## src/rtl/op_sequencer_if.sv

```systemverilog
// Handshake bundle between instruction fetch, the sequencer and the execute stage.
// The slave modport is the sequencer's view; master is the fetch/execute side.
interface op_sequencer_if #(
  parameter int unsigned DATA_W = 8,
  parameter int unsigned OP_W   = 4,
  parameter int unsigned RS_W   = 2,
  parameter int unsigned CNT_W  = 16
);
  logic              in_valid;
  logic [DATA_W-1:0] in_data;
  logic              in_ready;
  logic              dec_valid;
  logic              dec_ready;
  logic [OP_W-2:0]   op_sel;
  logic [RS_W-1:0]   reg_sel_d;
  logic [RS_W-1:0]   reg_sel_s;
  logic              imm_en;
  logic [DATA_W-1:0] imm;
  logic              halted;
  logic [CNT_W-1:0]  instr_count;

  modport slave (
    input  in_valid, in_data, dec_ready,
    output in_ready, dec_valid, op_sel, reg_sel_d, reg_sel_s, imm_en, imm, halted, instr_count
  );

  modport master (
    output in_valid, in_data, dec_ready,
    input  in_ready, dec_valid, op_sel, reg_sel_d, reg_sel_s, imm_en, imm, halted, instr_count
  );
endinterface

```

## src/rtl/op_sequencer.sv

```systemverilog
// Multi-cycle instruction sequencer: splits instruction words, fetches an immediate for
// immediate-class opcodes, issues one decoded instruction at a time and latches HALT.
module op_sequencer #(
  parameter int unsigned DATA_W = 8,
  parameter int unsigned OP_W   = 4,
  parameter int unsigned RS_W   = 2,
  parameter int unsigned CNT_W  = 16
) (
  input logic           clk,
  input logic           rst_n,
  op_sequencer_if.slave bus
);

  typedef enum logic [1:0] {StFetch, StImm, StIssue, StHalt} state_e;

  state_e            state_q;
  logic [OP_W-2:0]   op_sel_q;
  logic [RS_W-1:0]   rd_q;
  logic [RS_W-1:0]   rs_q;
  logic              imm_en_q;
  logic [DATA_W-1:0] imm_q;
  logic              halted_q;
  logic [CNT_W-1:0]  count_q;

  logic [OP_W-1:0]   opcode;
  logic [RS_W-1:0]   in_rd;
  logic [RS_W-1:0]   in_rs;

  assign opcode = bus.in_data[DATA_W-1 -: OP_W];
  assign in_rd  = bus.in_data[2*RS_W-1 -: RS_W];
  assign in_rs  = bus.in_data[RS_W-1:0];

  always_ff @(posedge clk) begin
    if (!rst_n) begin
      state_q  <= StFetch;
      op_sel_q <= '0;
      rd_q     <= '0;
      rs_q     <= '0;
      imm_en_q <= 1'b0;
      imm_q    <= '0;
      halted_q <= 1'b0;
      count_q  <= '0;
    end else begin
      case (state_q)
        StFetch: begin
          if (bus.in_valid) begin
            op_sel_q <= opcode[OP_W-2:0];
            rd_q     <= in_rd;
            rs_q     <= in_rs;
            imm_en_q <= 1'b0;
            imm_q    <= '0;
            if (&opcode) begin
              state_q  <= StHalt;
              halted_q <= 1'b1;
            end else if (opcode[OP_W-1]) begin
              state_q <= StImm;
            end else begin
              state_q <= StIssue;
            end
          end
        end
        // The whole word is the immediate; its field split is irrelevant here.
        StImm: begin
          if (bus.in_valid) begin
            imm_q    <= bus.in_data;
            imm_en_q <= 1'b1;
            state_q  <= StIssue;
          end
        end
        StIssue: begin
          if (bus.dec_ready) begin
            count_q <= count_q + {{(CNT_W-1){1'b0}}, 1'b1};
            state_q <= StFetch;
          end
        end
        StHalt: begin
          state_q <= StHalt;
        end
        default: begin
          state_q <= StFetch;
        end
      endcase
    end
  end

  // Handshake outputs depend on state alone, so no valid->ready combinational path exists.
  assign bus.in_ready    = (state_q == StFetch) || (state_q == StImm);
  assign bus.dec_valid   = (state_q == StIssue);
  assign bus.op_sel      = op_sel_q;
  assign bus.reg_sel_d   = rd_q;
  assign bus.reg_sel_s   = rs_q;
  assign bus.imm_en      = imm_en_q;
  assign bus.imm         = imm_q;
  assign bus.halted      = halted_q;
  assign bus.instr_count = count_q;

endmodule

```

## src/flat_wrapper.sv

```systemverilog
// flat-port wrapper written by rule: the top's interface ports become plain ports
module op_sequencer_flat 
#(
  parameter int unsigned DATA_W = 8,
  parameter int unsigned OP_W   = 4,
  parameter int unsigned RS_W   = 2,
  parameter int unsigned CNT_W  = 16
)
  (clk, rst_n, bus_in_valid, bus_in_data, bus_dec_ready, bus_in_ready, bus_dec_valid, bus_op_sel, bus_reg_sel_d, bus_reg_sel_s, bus_imm_en, bus_imm, bus_halted, bus_instr_count);
  op_sequencer_if #(.DATA_W(DATA_W), .OP_W(OP_W), .RS_W(RS_W), .CNT_W(CNT_W)) bus_i ();
  input logic clk;
  input logic rst_n;
  input wire logic [$bits(bus_i.in_valid)-1:0] bus_in_valid;
  input wire logic [$bits(bus_i.in_data)-1:0] bus_in_data;
  input wire logic [$bits(bus_i.dec_ready)-1:0] bus_dec_ready;
  output wire logic [$bits(bus_i.in_ready)-1:0] bus_in_ready;
  output wire logic [$bits(bus_i.dec_valid)-1:0] bus_dec_valid;
  output wire logic [$bits(bus_i.op_sel)-1:0] bus_op_sel;
  output wire logic [$bits(bus_i.reg_sel_d)-1:0] bus_reg_sel_d;
  output wire logic [$bits(bus_i.reg_sel_s)-1:0] bus_reg_sel_s;
  output wire logic [$bits(bus_i.imm_en)-1:0] bus_imm_en;
  output wire logic [$bits(bus_i.imm)-1:0] bus_imm;
  output wire logic [$bits(bus_i.halted)-1:0] bus_halted;
  output wire logic [$bits(bus_i.instr_count)-1:0] bus_instr_count;
  assign bus_i.in_valid = bus_in_valid;
  assign bus_i.in_data = bus_in_data;
  assign bus_i.dec_ready = bus_dec_ready;
  assign bus_in_ready = bus_i.in_ready;
  assign bus_dec_valid = bus_i.dec_valid;
  assign bus_op_sel = bus_i.op_sel;
  assign bus_reg_sel_d = bus_i.reg_sel_d;
  assign bus_reg_sel_s = bus_i.reg_sel_s;
  assign bus_imm_en = bus_i.imm_en;
  assign bus_imm = bus_i.imm;
  assign bus_halted = bus_i.halted;
  assign bus_instr_count = bus_i.instr_count;
  op_sequencer #(.DATA_W(DATA_W), .OP_W(OP_W), .RS_W(RS_W), .CNT_W(CNT_W)) u_core (.clk(clk), .rst_n(rst_n), .bus(bus_i));
endmodule
```

## config.mk

```make
export PLATFORM = sky130hd
export DESIGN_NAME = op_sequencer_flat
export DESIGN_NICKNAME = d
export VERILOG_FILES = /design/src/rtl/op_sequencer_if.sv /design/src/rtl/op_sequencer.sv /design/src/flat_wrapper.sv
export SDC_FILE = /design/constraint.sdc
export NUM_CORES = 1
export LEC_CHECK = 0
export ABC_AREA = 1
export CAP_MARGIN = 20
export CORE_ASPECT_RATIO = 2
export CORE_MARGIN = 2
export CORE_UTILIZATION = 51
export CTS_BUF_LIST = sky130_fd_sc_hd__clkbuf_8
export CTS_CLUSTER_SIZE = 14
export DETAILED_ROUTE_END_ITERATION = 7
export GPL_ROUTABILITY_DRIVEN = 0
export PLACE_DENSITY = 0.86
export SYNTH_ARGS = -nofsm -noshare
export SYNTH_HDL_FRONTEND = slang
export SYNTH_SLANG_ARGS = --single-unit
```

## constraint.sdc

```tcl
create_clock -name clk -period 2.75 [get_ports clk]
set_input_delay 0.4125 -clock clk [delete_from_list [all_inputs] [get_ports clk]]
set_output_delay 0.4125 -clock clk [all_outputs]
set_load 0.005 [all_outputs]
```

==> results.json, run 1 <==
{
  "p_comb_frac": 0.123,
  "grt_start_max_net_pins": 20,
  "whs_ns": 0.469,
  "grt_use_met2": 0.430,
  "worst-path-stages": 4,
  "cts_hold_buf": 0,
  "min_path_type": "flop to flop",
  "maxCapViolations": 0,
  "placedCellCount": 284,
  "drt_iter0_drc": 22,
  "lay_top_cells": "clkdlybuf4s50_1, nor2_1, nand2_1",
  "root_buffer": "clkbuf_8",
  "placed_cell_area_um2": 2010,
  "combGateArea_um2": 692,
  "rr_worst_depth": 5,
  "slew_headroom": 0.624,
  "final_util": 0.725,
  "ys_cells": 210,
  "worstPathMaxFanout": 9,
  "largest_reg_flops": 16,
  "inv_count": 26,
  "critPathArrivalTime_ns": 1.56,
  "leakagePower_nw": 0.824,
  "cts.clk_slew.worst_paths_ns": 0.07,
  "syn_area_um2": 1520,
  "edf_count": 0,
  "async_flop_share": 0,
  "setup_viol_count_final": 0,
  "busiest_layer": "met2",
  "finalClockPeriodUsage": 0.717,
  "nets": 274,
  "drt-met1-wl_um": 1290,
  "crit_chain": "clkinv_4 > nand2_1 > inv_1 > clkdlybuf4s50_1",
  "cp.buffers_inverters": 3,
  "end_kind": "output pin",
  "seq_share": 0.332,
  "powerSeq_mw": 0.546,
  "cp_slowest_cell": "dfxtp_1",
  "status": "finished clean",
  "dr_total_vias": 1494,
  "met1_usage": 0.210,
  "power.share.switching": 0.242
}
-- run 1: Yosys cell counts (2+ instances only) --
library cell and n:
nand3_1 16, inv_1 23, o21ai_0 12, nand2_1 39, nor2_1 41, o21a_1 2
nand4_1 5, nor2_4 2, buf_2 2, a21oi_1 18, nor3_1 2, dfxtp_1 35
-- run 1: kinds of logic after synthesis --
| kind of cell | count (synthesis) |
|---|---|
| compound gates | 34 |
| xor+xnor | 1 |
| fa+ha+maj | 1 |
| buf+inv | 30 |
| flops | 35 |
| simple gates | 109 |
-- run 1: worst register-to-register path: stages (launching register included) --
cell and delay [ns]:
dfxtp_1 0.55, clkinv_4 0.14, nand2_1 0.24, inv_1 0.19, nor2_1 0.12, nor2_1 0.05
**Run 1: sizing map**

Bar = 10 µm.
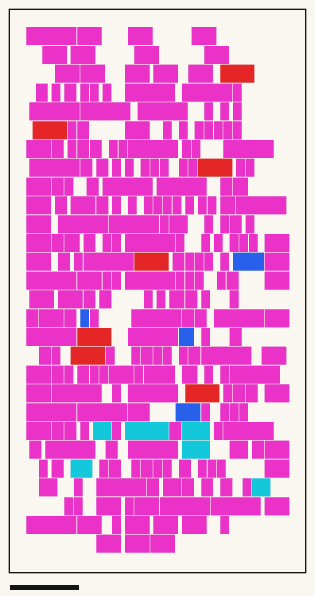
- blue: drive 2 (cells 4; share 1.5%)
- red: drive 6 and up (cells 7; share 2.7%)
- cyan: drive 3 to 4 (cells 6; share 2.3%)
- magenta: drive 1 or less (cells 245; share 94%)
Final Instance Area: 2110 µm²
Final WS setup: 0.777 ns
non-clock buffer count in the final layout: 48
Layout area overhead: 38.3%

**Run 1: gate families picked out**

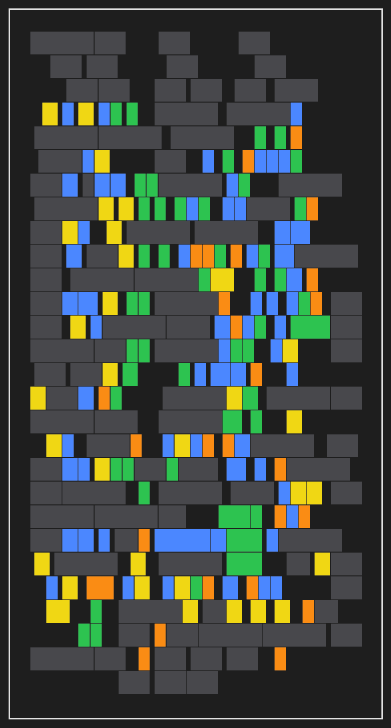
- blue: NAND gates (cells 61)
- green: NOR gates (cells 48)
- orange: inverters (cells 26)
- yellow: inverting AOI/OAI gates (cells 32)
logic share of the area: 0.328
most frequent logic cell in the layout: clkdlybuf4s50_1
post-route insts no fill: 292

**Run 1: routed clock nets over the placement**

Bar = 10 µm.
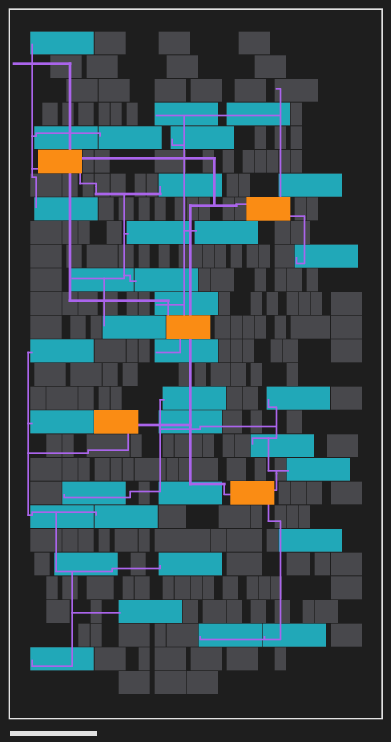
- cyan: flip-flops (count 35)
- purple: clock wires (length 447 µm)
- orange: cells driving clock nets (count 5)
- flops lie: all over the die
- routed clock nets: 6
clk_skew: 0.00314 ns
clock share of power: 0.373
Clock Latency Late Sink: 0.29 ns

**Run 1: the clock network**

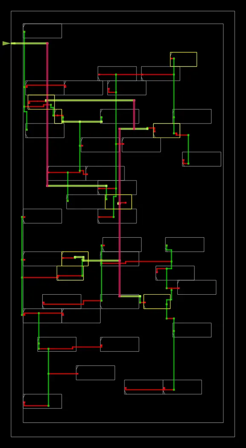

==> run 1 -> run 2 <==
CORE_UTILIZATION = 48   (was 51)
PLACE_DENSITY = 0.82   (was 0.86)
clock period = 1.9 ns   (was 2.75 ns; I/O delays follow)
**Run 2: the clock network**

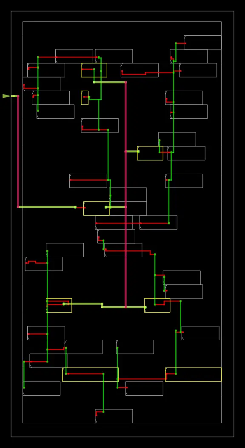
CLK BUF: 5
clk pwr: 0.783 mW
sequential cell count: 35

==> run 2 against run 1 <==
Compared with the run above: sequential share of layout area down 0.75 points; clock-buffer cell count down 2; combinational power up 46%; wire length down 4.6%; highest routed layer unchanged; critical path depth unchanged; clock skew about the same; synthesized cell count unchanged.
==> results.json, run 2 <==
{
  "status": "finished clean",
  "edf_count": 0,
  "inv_count": 26,
  "syn_area_um2": 1520,
  "placedCellCount": 287,
  "synthTopCellsByCount": "nor2_1, nand2_1, dfxtp_1, inv_1, a21oi_1",
  "p_comb_frac": 0.110,
  "cts_hold_buf": 0,
  "worst_slack_ns": 0.0918,
  "cts.clk_slew.worst_paths_ns": 0.07,
  "setup_viol_count_final": 0,
  "finalClockPeriodUsage": 0.952,
  "ys_cells": 210,
  "root_buffer": "clkbuf_8",
  "end_kind": "output pin",
  "cp_slowest_cell": "dfxtp_1",
  "combGateArea_um2": 692,
  "yosysMostFrequentCell": "nor2_1",
  "critPathArrivalTime_ns": 1.52,
  "largest_reg_flops": 16,
  "pwr-share-clk": 0.444,
  "buffers_excl_clock": 50,
  "crit_chain": "clkinv_4 > nand2_1 > inv_1 > clkdlybuf4s50_1",
  "grt_start_max_net_pins": 17,
  "powerSeq_mw": 0.788,
  "stdcell_area_um2": 2160,
  "insertion_delay_ns": 0.28,
  "final_util": 0.699,
  "slew_headroom": 0.772,
  "drt_iter0_drc": 36,
  "dr_total_vias": 1513,
  "syn_to_final_growth_pct": 41.5,
  "placed_cell_area_um2": 2020
}
## run 2: cell counts after synthesis
Identical to the previous run, type by type.
## run 2: path summary, 6_finish.rpt
check                             from                   endpoint  slack, ns  cells after the start
max reg2reg  u_core.bus.instr_count[0]  u_core.bus.instr_count[8]       0.54                      6
min reg2reg          u_core.bus.imm[3]          u_core.bus.imm[3]       0.47                      2
min                  u_core.bus.imm[3]          u_core.bus.imm[3]       0.47                      2
max                  u_core.state_q[0]              bus_dec_valid       0.09                      4
## run 2: layer usage
layer  global-route usage  vias up  share of wire
met5                    0        -              0
met4                0.102        0          0.024
met3               0.0433        8          0.055
met2                0.303       45           0.48
met1                0.258      682           0.44
li1                     -      778              -
Power is estimated from default activity; no workload was simulated.
